File: src/rtl/serial_adder_pkg.sv
// Shared state encoding and sizing helpers for the digit-serial adder/subtractor.
package serial_adder_pkg;

    typedef enum logic [1:0] {
        IDLE = 2'd0,
        RUN  = 2'd1,
        DONE = 2'd2
    } state_t;

    function automatic int nstep(int width, int digit);
        return width / digit;
    endfunction

    // A single-step configuration still needs a one-bit counter.
    function automatic int cnt_width(int n);
        return (n <= 2) ? 1 : $clog2(n);
    endfunction

endpackage

File: src/rtl/serial_adder_fa.sv
// Single-bit full-adder cell; chained DIGIT times to form one serial digit.
module serial_adder_fa (
    input  logic a,
    input  logic b,
    input  logic cin,
    output logic sum,
    output logic cout
);

    assign sum  = a ^ b ^ cin;
    assign cout = (a & b) | (cin & (a ^ b));

endmodule

File: src/rtl/serial_adder.sv
// Digit-serial adder/subtractor: WIDTH-bit operands consumed DIGIT bits per clock,
// LSB digit first, with valid/ready handshakes on both sides.
module serial_adder
    import serial_adder_pkg::*;
#(
    parameter int WIDTH = 8,
    parameter int DIGIT = 1
) (
    input  logic             clk,
    input  logic             rst_n,
    input  logic             in_valid,
    output logic             in_ready,
    input  logic [WIDTH-1:0] a,
    input  logic [WIDTH-1:0] b,
    input  logic             sub,
    output logic             out_valid,
    input  logic             out_ready,
    output logic [WIDTH-1:0] sum,
    output logic             cout,
    output logic             ovf
);

    localparam int NSTEP = nstep(WIDTH, DIGIT);
    localparam int CW    = cnt_width(NSTEP);
    localparam logic [CW-1:0] LAST = CW'(NSTEP - 1);

    state_t           state, state_nx;
    logic [WIDTH-1:0] op_a, op_b, res, res_nx;
    logic             carry;
    logic [CW-1:0]    cnt;
    logic [DIGIT:0]   c;
    logic [DIGIT-1:0] d;
    logic             last;

    assign c[0] = carry;

    for (genvar i = 0; i < DIGIT; i++) begin : g_fa
        serial_adder_fa u_fa (
            .a    (op_a[i]),
            .b    (op_b[i]),
            .cin  (c[i]),
            .sum  (d[i]),
            .cout (c[i+1])
        );
    end

    // New digit enters at the MSB end; written this way so DIGIT == WIDTH needs no special case.
    assign res_nx = WIDTH'({d, res} >> DIGIT);
    assign last   = (cnt == LAST);

    assign in_ready  = (state == IDLE);
    assign out_valid = (state == DONE);

    always_comb begin
        state_nx = state;
        case (state)
            IDLE:    if (in_valid)  state_nx = RUN;
            RUN:     if (last)      state_nx = DONE;
            DONE:    if (out_ready) state_nx = IDLE;
            default: state_nx = IDLE;
        endcase
    end

    always_ff @(posedge clk or negedge rst_n) begin
        if (!rst_n) state <= IDLE;
        else        state <= state_nx;
    end

    always_ff @(posedge clk or negedge rst_n) begin
        if (!rst_n) begin
            op_a  <= '0;
            op_b  <= '0;
            res   <= '0;
            carry <= 1'b0;
            cnt   <= '0;
            sum   <= '0;
            cout  <= 1'b0;
            ovf   <= 1'b0;
        end else begin
            case (state)
                IDLE: begin
                    if (in_valid) begin
                        // Subtraction as A + ~B + 1: invert B and seed the carry.
                        op_a  <= a;
                        op_b  <= b ^ {WIDTH{sub}};
                        carry <= sub;
                        cnt   <= '0;
                    end
                end
                RUN: begin
                    op_a  <= op_a >> DIGIT;
                    op_b  <= op_b >> DIGIT;
                    res   <= res_nx;
                    carry <= c[DIGIT];
                    cnt   <= cnt + 1'b1;
                    if (last) begin
                        sum  <= res_nx;
                        cout <= c[DIGIT];
                        ovf  <= c[DIGIT] ^ c[DIGIT-1];
                    end
                end
                default: ;
            endcase
        end
    end

endmodule

File: config.mk
export PLATFORM = sky130hd
export DESIGN_NAME = serial_adder
export DESIGN_NICKNAME = d
export VERILOG_FILES = /design/src/rtl/serial_adder_pkg.sv /design/src/rtl/serial_adder_fa.sv /design/src/rtl/serial_adder.sv
export SDC_FILE = /design/constraint.sdc
export NUM_CORES = 1
export LEC_CHECK = 0
export ABC_AREA = 1
export CORE_MARGIN = 8
export CORE_UTILIZATION = 45
export CTS_CLUSTER_DIAMETER = 60
export DETAILED_ROUTE_END_ITERATION = 8
export PLACE_DENSITY = 0.73
export SLEW_MARGIN = 20
export SYNTH_ARGS = -nofsm -noshare
export SYNTH_HDL_FRONTEND = slang
export SYNTH_SLANG_ARGS = --single-unit
File: constraint.sdc
create_clock -name clk -period 1.3 [get_ports clk]
set_input_delay 0.13 -clock clk [delete_from_list [all_inputs] [get_ports clk]]
set_output_delay 0.13 -clock clk [all_outputs]
set_load 0.05 [all_outputs]
Fig. 1: metal 1
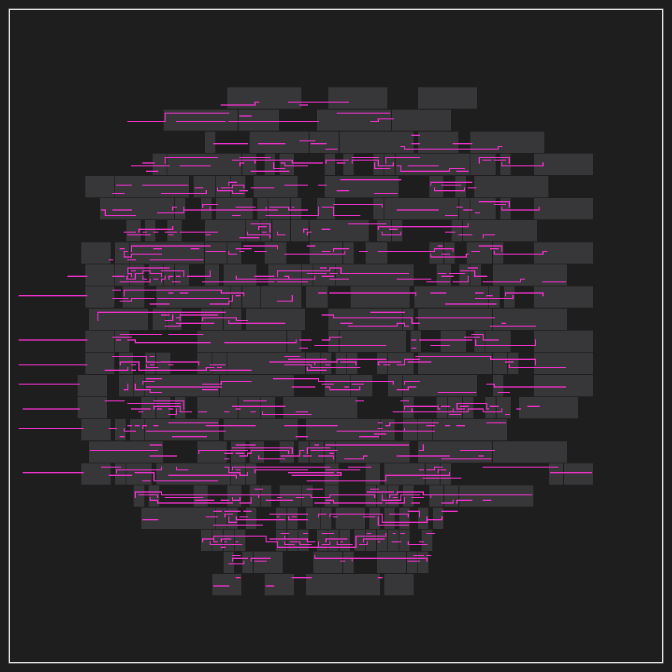
longest straight run: 18.4 um
share of all routed wire: 42%

Fig. 2: metal 2
The bar under the picture is 20 um long.
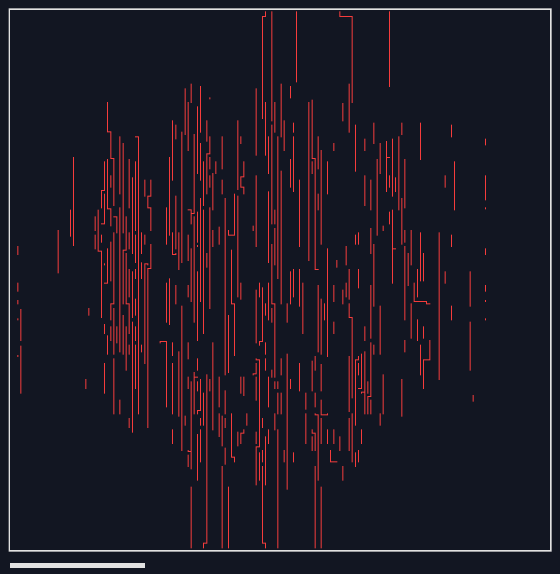
wire length on this layer: 1990 um
share of all routed wire: 51%
longest straight run: 41.1 um
main direction: vertical
met2 Resource Use GR: 23.0%
DR vias: 1535

==> kinds of logic after synthesis <==
group	share of synthesized area, %
compound gates	5.94
xor+xnor	0.945
fa+ha+maj	2.43
buf+inv	8.30
flops	52.6
simple gates	29.8
==> metal layers <==
layer	routed length, um	GRT usage (%)
met1	1640	15.9
met2	1990	23.0
met3	202	4.02
met4	34	4.36
met5	0	0
==> power groups by stage <==
| stage | clock (uW) | sequential, uW | combinational [uW] |
|---|---|---|---|
| after floorplan | 0 | 2410 | 1300 |
| after global placement | 0 | 2100 | 2710 |
| after detailed placement | 0 | 2120 | 2750 |
| after CTS | 1060 | 2100 | 2790 |
| after global routing | 1100 | 2170 | 3090 |
| final | 1030 | 2110 | 2810 |
==> job_summary.md <==
### Flow metrics

| Metric | Value |
|---|---|
| Fin Setup TNS | `0 ps` |
| Pin slew with the least headroom to its limit | `about 430 ps` |
| Placeable core area | `between 3000 and 4000 um2` |
| Die height | `between 80 and 90 um` |
| Top cell type by total area after synthesis | `sky130_fd_sc_hd__dfrtp_1` |
| Most frequent cell after synthesis | `sky130_fd_sc_hd__nand2_1` |
| Flop and latch count out of synthesis | `39` |
| Cell total in the yosys stat output | `~220` |
| Commonest register cell after synthesis | `sky130_fd_sc_hd__dfrtp_1` |
| Tool warnings | `27` |
| Count of different cell masters after synthesis | `20` |
| Number of cells on the critical path | `2` |
| Floorplan Utilization | `46.7%` |
| Arrival time reported for the critical path endpoint | `roughly 1100 ps` |
| Clock input transition at the sequential cells of the worst setup and hold paths | `80 ps` |
| Post-Synthesis Cell Area | `about 1900 um2` |
| H-tree level count | `2` |
| RSZ-0062 raised after global routing | `no` |
| HPWL after detailed placement | `~2800 um` |
| Post-place instance area | `between 2000 and 2500 um2` |
| Max FO, Critical Path | `6` |
| Pre-CTS WS | `between 50 and 60 ps` |
| Combined buffer and inverter count along the critical path | `1` |
| Switching part of the total | `between 30% and 40%` |
| Min-Delay Path Class | `input port to asynchronous set/reset pin` |
| Number of buffers created by CTS | `5` |
| Number of cells after detailed placement | `~300` |
| Clk Latency, worst-skew pair | `a little under 300 ps` |
| Largest type area fraction | `between 50% and 60%` |
| Detailed-route vias per instance | `about 4.9` |
| Gr ovfl total | `0` |
| Top cells by area, synth | `sky130_fd_sc_hd__dfrtp_1 53%, sky130_fd_sc_hd__nand2_1 15%, sky130_fd_sc_hd__nand3_1 12%` |
| Syn_nets | `around 240` |
| Most common cell after layout, fill and taps aside | `sky130_fd_sc_hd__nand2_1` |
| Maximum number of pins on one net before global-route repair | `23` |
| Result of the run | `completed` |
| Gate Count Post-Synth | `approximately 220` |
| Final Hold Vio Count | `0` |
| Pwr dens | `2310 nW/um2` |
| Fraction of power consumed by sequential logic | `about 35%` |
| CTS sink count | `39` |
| Capturing element type of the critical path | `primary output` |
Power is estimated from default activity; no workload was simulated.
